Figure 1. Signal wires on met1.
Cells faint in the background.
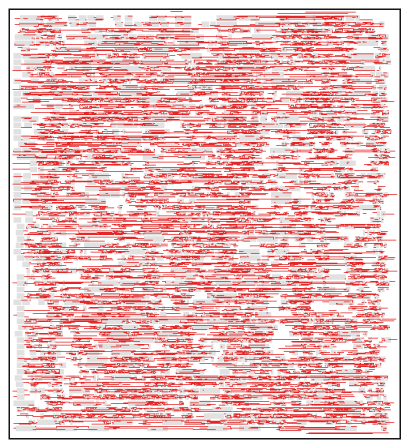
Figure 2. Signal wires on met2.
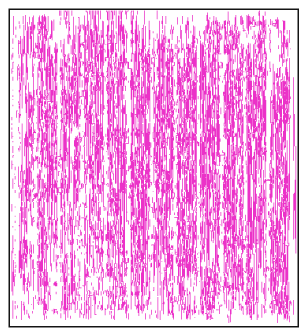
==> config.mk <==
export PLATFORM = sky130hd
export DESIGN_NAME = muldiv_unit
export DESIGN_NICKNAME = d
export VERILOG_FILES = /design/src/rtl/muldiv_unit.sv
export SDC_FILE = /design/constraint.sdc
export NUM_CORES = 1
export LEC_CHECK = 0
export CAP_MARGIN = 15
export CORE_ASPECT_RATIO = 1.1
export CORE_UTILIZATION = 55
export DETAILED_ROUTE_END_ITERATION = 8
export PLACE_DENSITY = 0.72
export SLEW_MARGIN = 20
export SYNTH_ARGS = -nofsm -noshare
export SYNTH_HDL_FRONTEND = slang
export SYNTH_SLANG_ARGS = --single-unit
==> constraint.sdc <==
create_clock -name clk -period 6.41 [get_ports clk]
set_input_delay 1.6025 -clock clk [delete_from_list [all_inputs] [get_ports clk]]
set_output_delay 1.6025 -clock clk [all_outputs]
set_load 0.02 [all_outputs]
==> src/rtl/muldiv_unit.sv <==
`default_nettype none
// ============================================================================
// muldiv_unit : multi-cycle RV32M multiply/divide unit, one bit per cycle.
// Optional macro MULDIV_FAST_MUL_EN: single-cycle multiplier.  Rev 1.0
// ============================================================================
module muldiv_unit #(
  parameter int XLEN  = 32,
  parameter int CNT_W = $clog2(XLEN) + 1
) (
  input  logic            clk,
  input  logic            rst_n,
  input  logic            kill,
  input  logic            in_valid,
  output logic            in_ready,
  input  logic [2:0]      funct3,
  input  logic [XLEN-1:0] op_a,
  input  logic [XLEN-1:0] op_b,
  input  logic [4:0]      rd_in,
  output logic            out_valid,
  input  logic            out_ready,
  output logic [XLEN-1:0] result,
  output logic [4:0]      rd_out,
  output logic            busy
);

  typedef enum logic [1:0] {
    IDLE = 2'd0,
    CALC = 2'd1,
    DONE = 2'd2
  } state_t;

  state_t            state;
  logic [CNT_W-1:0]  cnt;
  logic [2:0]        f3_q;
  logic              neg_q;
  logic              sa_q;
  logic [XLEN-1:0]   m_q;
  logic [2*XLEN-1:0] acc;

  logic              is_div, a_signed, b_signed, sa, sb;
  logic [XLEN-1:0]   a_mag, b_mag;
  logic              div_zero, div_ovf;
  logic [XLEN-1:0]   special_res;

  assign is_div   = funct3[2];
  assign a_signed = (funct3 == 3'b001) || (funct3 == 3'b010) ||
                    (funct3 == 3'b100) || (funct3 == 3'b110);
  assign b_signed = (funct3 == 3'b001) || (funct3 == 3'b100) || (funct3 == 3'b110);
  assign sa       = a_signed & op_a[XLEN-1];
  assign sb       = b_signed & op_b[XLEN-1];
  assign a_mag    = sa ? -op_a : op_a;
  assign b_mag    = sb ? -op_b : op_b;
  assign div_zero = (op_b == '0);
  assign div_ovf  = ~funct3[0] & (op_a == {1'b1, {(XLEN-1){1'b0}}}) & (&op_b);
  assign special_res = div_zero ? (funct3[1] ? op_a : '1)
                                : (funct3[1] ? '0 : op_a);

  // acc holds {hi, lo} of the product, or {remainder, dividend/quotient}
  logic [XLEN:0]     mul_sum;
  logic [XLEN:0]     rem_sh, rem_diff;
  logic [2*XLEN-1:0] acc_nxt;

  assign mul_sum  = {1'b0, acc[2*XLEN-1:XLEN]} + (acc[0] ? {1'b0, m_q} : '0);
  assign rem_sh   = {acc[2*XLEN-1:XLEN], acc[XLEN-1]};
  assign rem_diff = rem_sh - {1'b0, m_q};

  always_comb begin
    acc_nxt = acc;
    if (!f3_q[2])
      acc_nxt = {mul_sum, acc[XLEN-1:1]};
    else if (rem_diff[XLEN])
      acc_nxt = {rem_sh[XLEN-1:0], acc[XLEN-2:0], 1'b0};
    else
      acc_nxt = {rem_diff[XLEN-1:0], acc[XLEN-2:0], 1'b1};
  end

  logic [2*XLEN-1:0] prod_fix;
  logic [XLEN-1:0]   quo_fix, rem_fix, calc_res;

  assign prod_fix = neg_q ? -acc_nxt : acc_nxt;
  assign quo_fix  = neg_q ? -acc_nxt[XLEN-1:0] : acc_nxt[XLEN-1:0];
  assign rem_fix  = sa_q ? -acc_nxt[2*XLEN-1:XLEN] : acc_nxt[2*XLEN-1:XLEN];

  always_comb begin
    calc_res = '0;
    case (f3_q)
      3'b000:                 calc_res = prod_fix[XLEN-1:0];
      3'b001, 3'b010, 3'b011: calc_res = prod_fix[2*XLEN-1:XLEN];
      3'b100, 3'b101:         calc_res = quo_fix;
      default:                calc_res = rem_fix;
    endcase
  end

`ifdef MULDIV_FAST_MUL_EN
  logic signed [2*XLEN-1:0] fa, fb, fprod;
  logic [XLEN-1:0]          fast_res;

  assign fa       = {{XLEN{a_signed & op_a[XLEN-1]}}, op_a};
  assign fb       = {{XLEN{b_signed & op_b[XLEN-1]}}, op_b};
  assign fprod    = fa * fb;
  assign fast_res = (funct3[1:0] == 2'b00) ? fprod[XLEN-1:0] : fprod[2*XLEN-1:XLEN];
`endif

  always_ff @(posedge clk or negedge rst_n) begin
    if (!rst_n) begin
      state  <= IDLE;
      cnt    <= '0;
      f3_q   <= '0;
      neg_q  <= 1'b0;
      sa_q   <= 1'b0;
      m_q    <= '0;
      acc    <= '0;
      result <= '0;
      rd_out <= '0;
    end else if (kill) begin
      state  <= IDLE;
      cnt    <= '0;
      result <= '0;
    end else begin
      case (state)
        IDLE: begin
          if (in_valid) begin
            f3_q   <= funct3;
            rd_out <= rd_in;
            neg_q  <= sa ^ sb;
            sa_q   <= sa;
            cnt    <= '0;
            if (is_div && (div_zero || div_ovf)) begin
              result <= special_res;
              state  <= DONE;
            end
`ifdef MULDIV_FAST_MUL_EN
            else if (!is_div) begin
              result <= fast_res;
              state  <= DONE;
            end
`endif
            else begin
              m_q   <= is_div ? b_mag : a_mag;
              acc   <= {{XLEN{1'b0}}, (is_div ? a_mag : b_mag)};
              state <= CALC;
            end
          end
        end
        CALC: begin
          acc <= acc_nxt;
          cnt <= cnt + 1'b1;
          if (cnt == CNT_W'(XLEN - 1)) begin
            result <= calc_res;
            state  <= DONE;
          end
        end
        DONE: begin
          if (out_ready) begin
            result <= '0;
            state  <= IDLE;
          end
        end
        default: state <= IDLE;
      endcase
    end
  end

  assign in_ready  = (state == IDLE);
  assign busy      = (state != IDLE);
  assign out_valid = (state == DONE);

endmodule
`default_nettype wire

==> impl_results.html <==
<h3>Run summary</h3>
<table>
<tr><th>Metric</th><th>Value</th></tr>
<tr><th colspan="2">Synthesis</th></tr>
<tr><td>Post-synth EDFFs</td><td>0</td></tr>
<tr><td>Synth Flop Type</td><td>sky130_fd_sc_hd__dfrtp_1</td></tr>
<tr><td>Number of register bits inferred by synthesis</td><td>146</td></tr>
<tr><td>Simple-gate share of the synthesized area</td><td>23.7%</td></tr>
<tr><td>Number of distinct library cells after synthesis</td><td>94</td></tr>
<tr><td>Adder-cell share of the synthesized area</td><td>7.36%</td></tr>
<tr><th colspan="2">Flow run</th></tr>
<tr><td>Tool warnings</td><td>31</td></tr>
<tr><td>Max-cap viol count</td><td>0</td></tr>
<tr><th colspan="2">Power and ir drop</th></tr>
<tr><td>Power consumed by sequential cells</td><td>0.00173 W</td></tr>
<tr><td>Clock group share of total power</td><td>9.8%</td></tr>
<tr><td>Pleak</td><td>7.55 nW</td></tr>
<tr><td>Cell internal power dissipation</td><td>0.00465 W</td></tr>
<tr><td>Final total power</td><td>0.0110 W</td></tr>
<tr><th colspan="2">Worst setup path</th></tr>
<tr><td>Critical path depth in cells</td><td>18</td></tr>
<tr><td>Biggest fanout along the worst timing path</td><td>9</td></tr>
<tr><th colspan="2">GRT</th></tr>
<tr><td>Total grt overflow</td><td>0</td></tr>
<tr><td>GR Util All Layers</td><td>43.2%</td></tr>
<tr><td>Pin count of the biggest net entering global routing</td><td>107</td></tr>
<tr><th colspan="2">Floorplanning</th></tr>
<tr><td>Die Y</td><td>184 µm</td></tr>
<tr><td>Initial core utilization</td><td>56.1%</td></tr>
<tr><td>Core area</td><td>29600 µm²</td></tr>
<tr><th colspan="2">Clock network</th></tr>
<tr><td>Clk buf depth</td><td>2</td></tr>
<tr><td>Clock-pin slew reported for the worst setup and hold paths after clock tree synthesis</td><td>0.07 ns</td></tr>
<tr><td>Post-CTS Setup Bufs</td><td>0</td></tr>
<tr><td>Worst-Skew Late Latency</td><td>0.46 ns</td></tr>
<tr><td>Root Buffer Master</td><td>sky130_fd_sc_hd__clkbuf_16</td></tr>
<tr><td>Number of H-tree levels</td><td>4</td></tr>
<tr><td>Number of buffers inserted during clock tree synthesis</td><td>17</td></tr>
<tr><th colspan="2">Route</th></tr>
<tr><td>Remaining design rule violation count</td><td>0</td></tr>
<tr><td>Iter 0 DRT Violations</td><td>2139</td></tr>
<tr><td>Met2 Routed Length</td><td>29700 µm</td></tr>
<tr><th colspan="2">Place</th></tr>
<tr><td>Post-placement worst setup slack</td><td>0.546 ns</td></tr>
<tr><td>GPL Wtd Cong</td><td>1.07</td></tr>
<tr><th colspan="2">Final layout</th></tr>
<tr><td>Number of non-filler instances in the completed layout</td><td>2711</td></tr>
<tr><td>Largest regs</td><td>acc (64), m_q (32), result (32)</td></tr>
<tr><td>Multi-input combinational gate total</td><td>1912</td></tr>
<tr><td>MI comb area</td><td>12200 µm²</td></tr>
<tr><th colspan="2">Hold path</th></tr>
<tr><td>Hold-critical path depth</td><td>2</td></tr>
<tr><td>Worst hold-check path type</td><td>flip-flop to flip-flop</td></tr>
<tr><th colspan="2">Timing</th></tr>
<tr><td>Total setup violations reported at the end of the flow</td><td>0</td></tr>
<tr><td>Period utilization</td><td>94.1%</td></tr>
<tr><td>Final count of pins violating max slew</td><td>0</td></tr>
<tr><td>Least-Margin Pin Slew</td><td>1.20 ns</td></tr>
<tr><td>Final Hold Fails</td><td>0</td></tr>
<tr><th colspan="2">Status</th></tr>
<tr><td>Outcome</td><td>completed</td></tr>
</table>
Back to the opening pictures, Figure 1:
share of all routed wire: 38%
nets with wire on the layer: 2275
main direction: horizontal
sum of routed wire length over all layers: 66600 µm
global routing usage on met1: 52.0%
via count of the routed design: 18200

Back to the opening pictures, Figure 2:
main direction: vertical
nets with wire on the layer: 2076
share of all routed wire: 45%
longest straight run: 81.6 µm
Global Route met2 Usage: 68.7%

Power figures rest on the tool's default switching activity, not on a simulated workload.
